===== src/rtl/mem_arb_pkg.sv =====
// Shared types for the IF/DM memory port arbiter: FSM state encodings and requester port IDs.
package mem_arb_pkg;

   typedef enum logic [1:0] {
      ST_IDLE  = 2'd0,
      ST_ISSUE = 2'd1,
      ST_WAIT  = 2'd2
   } state_t;

   typedef enum logic {
      PORT_IF = 1'b0,
      PORT_DM = 1'b1
   } port_t;

   localparam int unsigned PORT_NUM = 2;

endpackage


===== src/rtl/mem_port_arbiter_if.sv =====
// Requester and memory handshake bundle for the arbiter; slave is the arbiter side,
// master is the surrounding fetch/mem stages plus memory.
interface mem_port_arbiter_if #(
   parameter int ADDR_W = 32,
   parameter int DATA_W = 32
);
   localparam int STRB_W = DATA_W / 8;

   logic              if_req_valid;
   logic              if_req_ready;
   logic [ADDR_W-1:0] if_addr;
   logic              if_rsp_valid;
   logic [DATA_W-1:0] if_rsp_data;

   logic              dm_req_valid;
   logic              dm_req_ready;
   logic              dm_we;
   logic [ADDR_W-1:0] dm_addr;
   logic [DATA_W-1:0] dm_wdata;
   logic [STRB_W-1:0] dm_wstrb;
   logic              dm_rsp_valid;
   logic [DATA_W-1:0] dm_rsp_data;

   logic              mem_req_valid;
   logic              mem_req_ready;
   logic              mem_we;
   logic [ADDR_W-1:0] mem_addr;
   logic [DATA_W-1:0] mem_wdata;
   logic [STRB_W-1:0] mem_wstrb;
   logic              mem_rsp_valid;
   logic [DATA_W-1:0] mem_rsp_data;

   modport slave (
      input  if_req_valid, if_addr,
      input  dm_req_valid, dm_we, dm_addr, dm_wdata, dm_wstrb,
      input  mem_req_ready, mem_rsp_valid, mem_rsp_data,
      output if_req_ready, if_rsp_valid, if_rsp_data,
      output dm_req_ready, dm_rsp_valid, dm_rsp_data,
      output mem_req_valid, mem_we, mem_addr, mem_wdata, mem_wstrb
   );

   modport master (
      output if_req_valid, if_addr,
      output dm_req_valid, dm_we, dm_addr, dm_wdata, dm_wstrb,
      output mem_req_ready, mem_rsp_valid, mem_rsp_data,
      input  if_req_ready, if_rsp_valid, if_rsp_data,
      input  dm_req_ready, dm_rsp_valid, dm_rsp_data,
      input  mem_req_valid, mem_we, mem_addr, mem_wdata, mem_wstrb
   );

endinterface


===== src/rtl/arb_rr2.sv =====
// Two-way round-robin picker: a lone request wins, a tie goes to the port that was not
// served last. Grant is one-hot or zero.
module arb_rr2
   import mem_arb_pkg::*;
(
   input  logic [1:0] req,
   input  port_t      last,
   output logic [1:0] grant
);

   always_comb begin
      grant = 2'b00;
      case (req)
         2'b01:   grant = 2'b01;
         2'b10:   grant = 2'b10;
         2'b11:   grant = (last == PORT_IF) ? 2'b10 : 2'b01;
         default: grant = 2'b00;
      endcase
   end

endmodule


===== src/rtl/mem_port_arbiter.sv =====
// Shares one single-ported memory between instruction fetch (IF) and load/store (DM),
// one transaction in flight, responses routed back to the issuing port.
//
// state    | meaning
// ---------+---------------------------------------------------------------
// ST_IDLE  | no transaction; arbitrate and accept one request
// ST_ISSUE | latched request presented on mem_req_*, waiting for mem_req_ready
// ST_WAIT  | request accepted by memory, waiting for mem_rsp_valid or timeout
module mem_port_arbiter
   import mem_arb_pkg::*;
#(
   parameter int unsigned ADDR_W      = 32,
   parameter int unsigned DATA_W      = 32,
   parameter int unsigned TIMEOUT_CYC = 0
) (
   input  logic              clk,
   input  logic              rst,
   mem_port_arbiter_if.slave bus,
   output logic              busy,
   output logic              err
);

   localparam int unsigned STRB_W  = DATA_W / 8;
   localparam bit          TO_EN   = (TIMEOUT_CYC != 0);
   localparam logic [31:0] TO_LAST = TO_EN ? 32'(TIMEOUT_CYC - 1) : 32'd0;

   state_t            state_q, state_d;
   port_t             owner_q, owner_d;
   port_t             last_grant_q, last_grant_d;
   logic              we_q, we_d;
   logic [ADDR_W-1:0] addr_q, addr_d;
   logic [DATA_W-1:0] wdata_q, wdata_d;
   logic [STRB_W-1:0] wstrb_q, wstrb_d;
   logic [31:0]       wait_cnt_q, wait_cnt_d;
   logic [1:0]        rsp_pulse_q, rsp_pulse_d;
   logic [DATA_W-1:0] if_rsp_data_q, if_rsp_data_d;
   logic [DATA_W-1:0] dm_rsp_data_q, dm_rsp_data_d;
   logic              err_q, err_d;

   logic [1:0]        grant;
   logic              rsp_fire;
   logic [DATA_W-1:0] rsp_word;

   arb_rr2 u_arb (
      .req   ({bus.dm_req_valid, bus.if_req_valid}),
      .last  (last_grant_q),
      .grant (grant)
   );

   always_comb begin
      state_d       = state_q;
      owner_d       = owner_q;
      last_grant_d  = last_grant_q;
      we_d          = we_q;
      addr_d        = addr_q;
      wdata_d       = wdata_q;
      wstrb_d       = wstrb_q;
      wait_cnt_d    = wait_cnt_q;
      rsp_pulse_d   = 2'b00;
      if_rsp_data_d = if_rsp_data_q;
      dm_rsp_data_d = dm_rsp_data_q;
      err_d         = err_q;
      rsp_fire      = 1'b0;
      rsp_word      = '0;

      case (state_q)
         ST_IDLE: begin
            if (grant[1]) begin
               owner_d = PORT_DM;
               we_d    = bus.dm_we;
               addr_d  = bus.dm_addr;
               wdata_d = bus.dm_wdata;
               wstrb_d = bus.dm_we ? bus.dm_wstrb : '0;
               state_d = ST_ISSUE;
            end else if (grant[0]) begin
               owner_d = PORT_IF;
               we_d    = 1'b0;
               addr_d  = bus.if_addr;
               wdata_d = '0;
               wstrb_d = '0;
               state_d = ST_ISSUE;
            end
         end
         ST_ISSUE: begin
            if (bus.mem_req_ready) begin
               wait_cnt_d = '0;
               state_d    = ST_WAIT;
            end
         end
         ST_WAIT: begin
            wait_cnt_d = wait_cnt_q + 32'd1;
            // A response landing on the timeout cycle still counts as a normal completion.
            if (bus.mem_rsp_valid) begin
               rsp_fire = 1'b1;
               rsp_word = we_q ? '0 : bus.mem_rsp_data;
            end else if (TO_EN && (wait_cnt_q == TO_LAST)) begin
               rsp_fire = 1'b1;
               rsp_word = '0;
               err_d    = 1'b1;
            end
            if (rsp_fire) begin
               last_grant_d = owner_q;
               state_d      = ST_IDLE;
            end
         end
         default: state_d = ST_IDLE;
      endcase

      if (bus.mem_rsp_valid && (state_q != ST_WAIT)) begin
         err_d = 1'b1;
      end

      if (rsp_fire) begin
         if (owner_q == PORT_DM) begin
            dm_rsp_data_d = rsp_word;
            rsp_pulse_d   = 2'b10;
         end else begin
            if_rsp_data_d = rsp_word;
            rsp_pulse_d   = 2'b01;
         end
      end
   end

   always_ff @(posedge clk) begin
      if (rst) begin
         state_q       <= ST_IDLE;
         owner_q       <= PORT_IF;
         last_grant_q  <= PORT_IF;
         we_q          <= 1'b0;
         addr_q        <= '0;
         wdata_q       <= '0;
         wstrb_q       <= '0;
         wait_cnt_q    <= '0;
         rsp_pulse_q   <= 2'b00;
         if_rsp_data_q <= '0;
         dm_rsp_data_q <= '0;
         err_q         <= 1'b0;
      end else begin
         state_q       <= state_d;
         owner_q       <= owner_d;
         last_grant_q  <= last_grant_d;
         we_q          <= we_d;
         addr_q        <= addr_d;
         wdata_q       <= wdata_d;
         wstrb_q       <= wstrb_d;
         wait_cnt_q    <= wait_cnt_d;
         rsp_pulse_q   <= rsp_pulse_d;
         if_rsp_data_q <= if_rsp_data_d;
         dm_rsp_data_q <= dm_rsp_data_d;
         err_q         <= err_d;
      end
   end

   // Ready is only offered in IDLE, so a request dropped before then leaves no trace.
   assign bus.if_req_ready  = (state_q == ST_IDLE) && grant[0];
   assign bus.dm_req_ready  = (state_q == ST_IDLE) && grant[1];
   assign bus.if_rsp_valid  = rsp_pulse_q[0];
   assign bus.dm_rsp_valid  = rsp_pulse_q[1];
   assign bus.if_rsp_data   = if_rsp_data_q;
   assign bus.dm_rsp_data   = dm_rsp_data_q;

   assign bus.mem_req_valid = (state_q == ST_ISSUE);
   assign bus.mem_we        = we_q;
   assign bus.mem_addr      = addr_q;
   assign bus.mem_wdata     = wdata_q;
   assign bus.mem_wstrb     = wstrb_q;

   assign busy = (state_q != ST_IDLE);
   assign err  = err_q;

endmodule


===== src/flat_wrapper.sv =====
// flat-port wrapper written by rule: the top's interface ports become plain ports
module mem_port_arbiter_flat import mem_arb_pkg::*;
#(
   parameter int unsigned ADDR_W      = 32,
   parameter int unsigned DATA_W      = 32,
   parameter int unsigned TIMEOUT_CYC = 0
)
  (clk, rst, busy, err, bus_if_req_valid, bus_if_addr, bus_dm_req_valid, bus_dm_we, bus_dm_addr, bus_dm_wdata, bus_dm_wstrb, bus_mem_req_ready, bus_mem_rsp_valid, bus_mem_rsp_data, bus_if_req_ready, bus_if_rsp_valid, bus_if_rsp_data, bus_dm_req_ready, bus_dm_rsp_valid, bus_dm_rsp_data, bus_mem_req_valid, bus_mem_we, bus_mem_addr, bus_mem_wdata, bus_mem_wstrb);
  mem_port_arbiter_if #(.ADDR_W(ADDR_W), .DATA_W(DATA_W)) bus_i ();
  input  logic clk;
  input  logic rst;
  output logic busy;
  output logic err;
  input wire logic [$bits(bus_i.if_req_valid)-1:0] bus_if_req_valid;
  input wire logic [$bits(bus_i.if_addr)-1:0] bus_if_addr;
  input wire logic [$bits(bus_i.dm_req_valid)-1:0] bus_dm_req_valid;
  input wire logic [$bits(bus_i.dm_we)-1:0] bus_dm_we;
  input wire logic [$bits(bus_i.dm_addr)-1:0] bus_dm_addr;
  input wire logic [$bits(bus_i.dm_wdata)-1:0] bus_dm_wdata;
  input wire logic [$bits(bus_i.dm_wstrb)-1:0] bus_dm_wstrb;
  input wire logic [$bits(bus_i.mem_req_ready)-1:0] bus_mem_req_ready;
  input wire logic [$bits(bus_i.mem_rsp_valid)-1:0] bus_mem_rsp_valid;
  input wire logic [$bits(bus_i.mem_rsp_data)-1:0] bus_mem_rsp_data;
  output wire logic [$bits(bus_i.if_req_ready)-1:0] bus_if_req_ready;
  output wire logic [$bits(bus_i.if_rsp_valid)-1:0] bus_if_rsp_valid;
  output wire logic [$bits(bus_i.if_rsp_data)-1:0] bus_if_rsp_data;
  output wire logic [$bits(bus_i.dm_req_ready)-1:0] bus_dm_req_ready;
  output wire logic [$bits(bus_i.dm_rsp_valid)-1:0] bus_dm_rsp_valid;
  output wire logic [$bits(bus_i.dm_rsp_data)-1:0] bus_dm_rsp_data;
  output wire logic [$bits(bus_i.mem_req_valid)-1:0] bus_mem_req_valid;
  output wire logic [$bits(bus_i.mem_we)-1:0] bus_mem_we;
  output wire logic [$bits(bus_i.mem_addr)-1:0] bus_mem_addr;
  output wire logic [$bits(bus_i.mem_wdata)-1:0] bus_mem_wdata;
  output wire logic [$bits(bus_i.mem_wstrb)-1:0] bus_mem_wstrb;
  assign bus_i.if_req_valid = bus_if_req_valid;
  assign bus_i.if_addr = bus_if_addr;
  assign bus_i.dm_req_valid = bus_dm_req_valid;
  assign bus_i.dm_we = bus_dm_we;
  assign bus_i.dm_addr = bus_dm_addr;
  assign bus_i.dm_wdata = bus_dm_wdata;
  assign bus_i.dm_wstrb = bus_dm_wstrb;
  assign bus_i.mem_req_ready = bus_mem_req_ready;
  assign bus_i.mem_rsp_valid = bus_mem_rsp_valid;
  assign bus_i.mem_rsp_data = bus_mem_rsp_data;
  assign bus_if_req_ready = bus_i.if_req_ready;
  assign bus_if_rsp_valid = bus_i.if_rsp_valid;
  assign bus_if_rsp_data = bus_i.if_rsp_data;
  assign bus_dm_req_ready = bus_i.dm_req_ready;
  assign bus_dm_rsp_valid = bus_i.dm_rsp_valid;
  assign bus_dm_rsp_data = bus_i.dm_rsp_data;
  assign bus_mem_req_valid = bus_i.mem_req_valid;
  assign bus_mem_we = bus_i.mem_we;
  assign bus_mem_addr = bus_i.mem_addr;
  assign bus_mem_wdata = bus_i.mem_wdata;
  assign bus_mem_wstrb = bus_i.mem_wstrb;
  mem_port_arbiter #(.ADDR_W(ADDR_W), .DATA_W(DATA_W), .TIMEOUT_CYC(TIMEOUT_CYC)) u_core (.clk(clk), .rst(rst), .bus(bus_i), .busy(busy), .err(err));
endmodule

===== config.mk =====
export PLATFORM = sky130hd
export DESIGN_NAME = mem_port_arbiter_flat
export DESIGN_NICKNAME = d
export VERILOG_FILES = /design/src/rtl/mem_arb_pkg.sv /design/src/rtl/mem_port_arbiter_if.sv /design/src/rtl/arb_rr2.sv /design/src/rtl/mem_port_arbiter.sv /design/src/flat_wrapper.sv
export SDC_FILE = /design/constraint.sdc
export NUM_CORES = 1
export LEC_CHECK = 0
export CORE_MARGIN = 4
export CORE_UTILIZATION = 25
export DETAILED_ROUTE_END_ITERATION = 7
export GPL_ROUTABILITY_DRIVEN = 0
export SLEW_MARGIN = 30
export SYNTH_ARGS = -nofsm -noshare
export SYNTH_HDL_FRONTEND = slang
export SYNTH_SLANG_ARGS = --single-unit
export TNS_END_PERCENT = 10

===== constraint.sdc =====
create_clock -name clk -period 1.45 [get_ports clk]
set_input_delay 0.145 -clock clk [delete_from_list [all_inputs] [get_ports clk]]
set_output_delay 0.145 -clock clk [all_outputs]
set_load 0.05 [all_outputs]

Figure 1. Register map, names as in the netlist.
(4 px per µm) Other sequential cells in the stronger grey, the rest of the logic in the fainter grey.
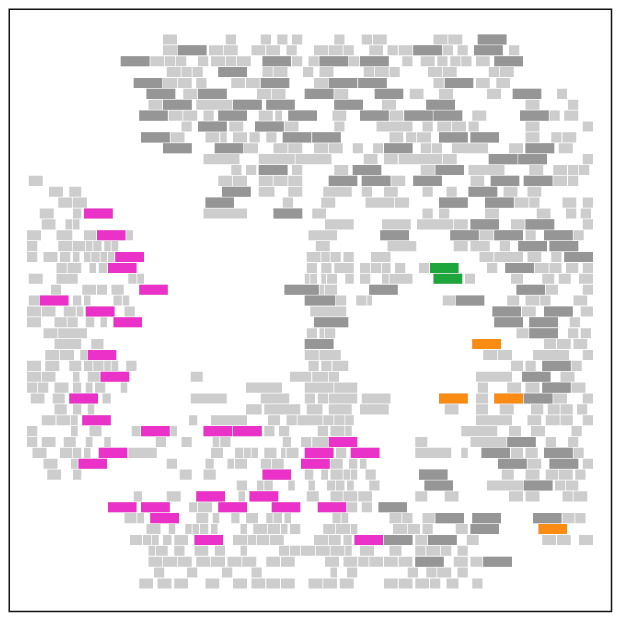
Magenta marks `u_core.bus.mem_addr`, sequential cells 32. Orange marks `u_core.bus.mem_wstrb`, sequential cells 4. Green marks `u_core.rsp_pulse_q`, sequential cells 2.
Finished Core Util: 45.0%
Reg area: 2810 µm²
sequential share of cell area: 31.8%
flip-flop and latch power: 4180 µW

Figure 2. Routed metal per tile.
(2 px per µm) 30 x 30 tiles, from dark blue (low) to red (high), scaled to the fullest tile. Values are wire area over tile area, all layers added.
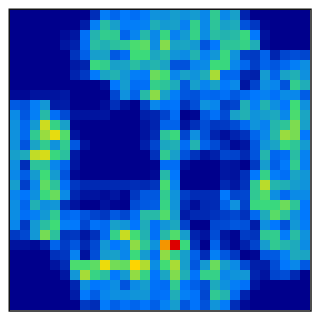
The mean over all tiles is 0.14. The fullest tile reaches 0.66. 5.7% of the tiles are over half the peak. The emptiest ninth of the die: north-west.
Tot GR Track Use: 16.3%
via count: 5191
drt wl/cell: 19.1 µm

Figure 3. Cell placement.
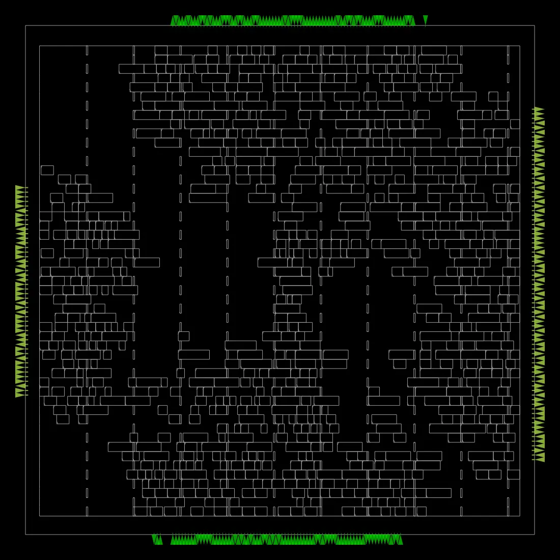
core area: 19700 µm²
TAP cells: 265

==> results.txt <==
Status - finished with violations
Failing checks - negative setup slack
Slowest cell on crit path - dfxtp_4
Clock Skew - 0.00959 ns
Biggest Area Class - non-clock buffers
Crit path from - u_core.last_grant_q$_SDFFE_PP0N_
Cell Rows - 51
Post-CTS Setup Bufs - 7
Die Width - 150 µm
Initial detailed-routing violation count - 305
Layout cells sized above 1 - 31.7%
Clock power frac - 39.7%
Switching power of the nets - 3340 µW
Post-synth EDFFs - 0
H-tree depth reported by CTS - 4
Worst R2R End - u_core.bus.mem_wdata[31]$_SDFFE_PP0P_
R2r setup slk - -0.07 ns
Met3 wire length - 1.40 mm
Largest net degree at the start of global routing - 38
Met1 Resource Use GR - 19.4%
Dominant logic cell type in the layout - buf_4
Commonest cells post-synth - dfxtp_1 (140), a32o_1 (68), clkbuf_1 (35)
Comb area leader - AND-OR/OR-AND gates
Met2 wire len - 9.90 mm
Average size of a mapped cell - 11.1 µm²
# Cells Yosys - 457
Top area cell types - dfxtp_1 (55%), a32o_1 (13%), a22o_1 (5.7%), nor4b_1 (5.5%), nor4_1 (4.0%)
DP HPWL - 13.8 mm
DR pass1 iterations - 5
Synth Flop Type - dfxtp_1
Comb pwr share - 22.4%
Highest metal used - met4
Clk sinks - 140
Post-synthesis adder-cell area fraction - 0%
Final setup vio count - 36
Final WS setup - -0.0931 ns
Ao+oa area frac - 23.8%
Maximum VDD drop - 0.670 mV
Pwr top - clock
Comb power - 2470 µW
Hold buffer count at CTS - 0
Largest stage delay, worst path - 0.37 ns
Met3 track demand over resource - 4.36%
CP delay by family, top - flip-flops
RSZ-0062 raised after global routing - yes
Period utilization - 106%
Die Size - 22500 µm²
Hold Vio Cnt, Final - 0
Gate Count Post-Synth - 457
Figure 4. I/O nets highlighted.
(3 px per µm)
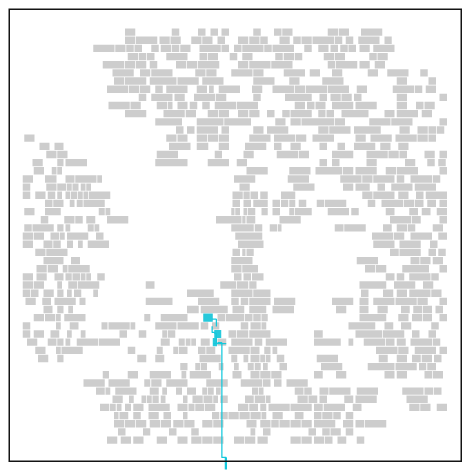
Cyan marks `bus_dm_req_valid`, bits 1, direction input, edge south, end cells 3, buffers 2, wire 56.8 µm.
I/O pins: 279
IO Port Bufs: 278

Figure 5. Metal layers overlaid.
(2 px per µm) Two of the layers only.
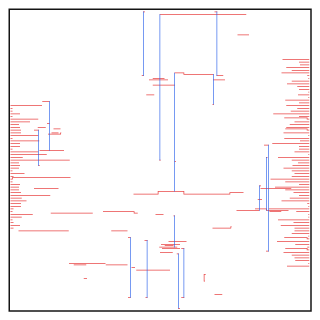
Red marks M3, wire length 1400 µm. Blue marks M4, wire length 471 µm.
Post-Route WL: 19.5 mm

No activity file was given, so power comes from the tool's default toggle rates.
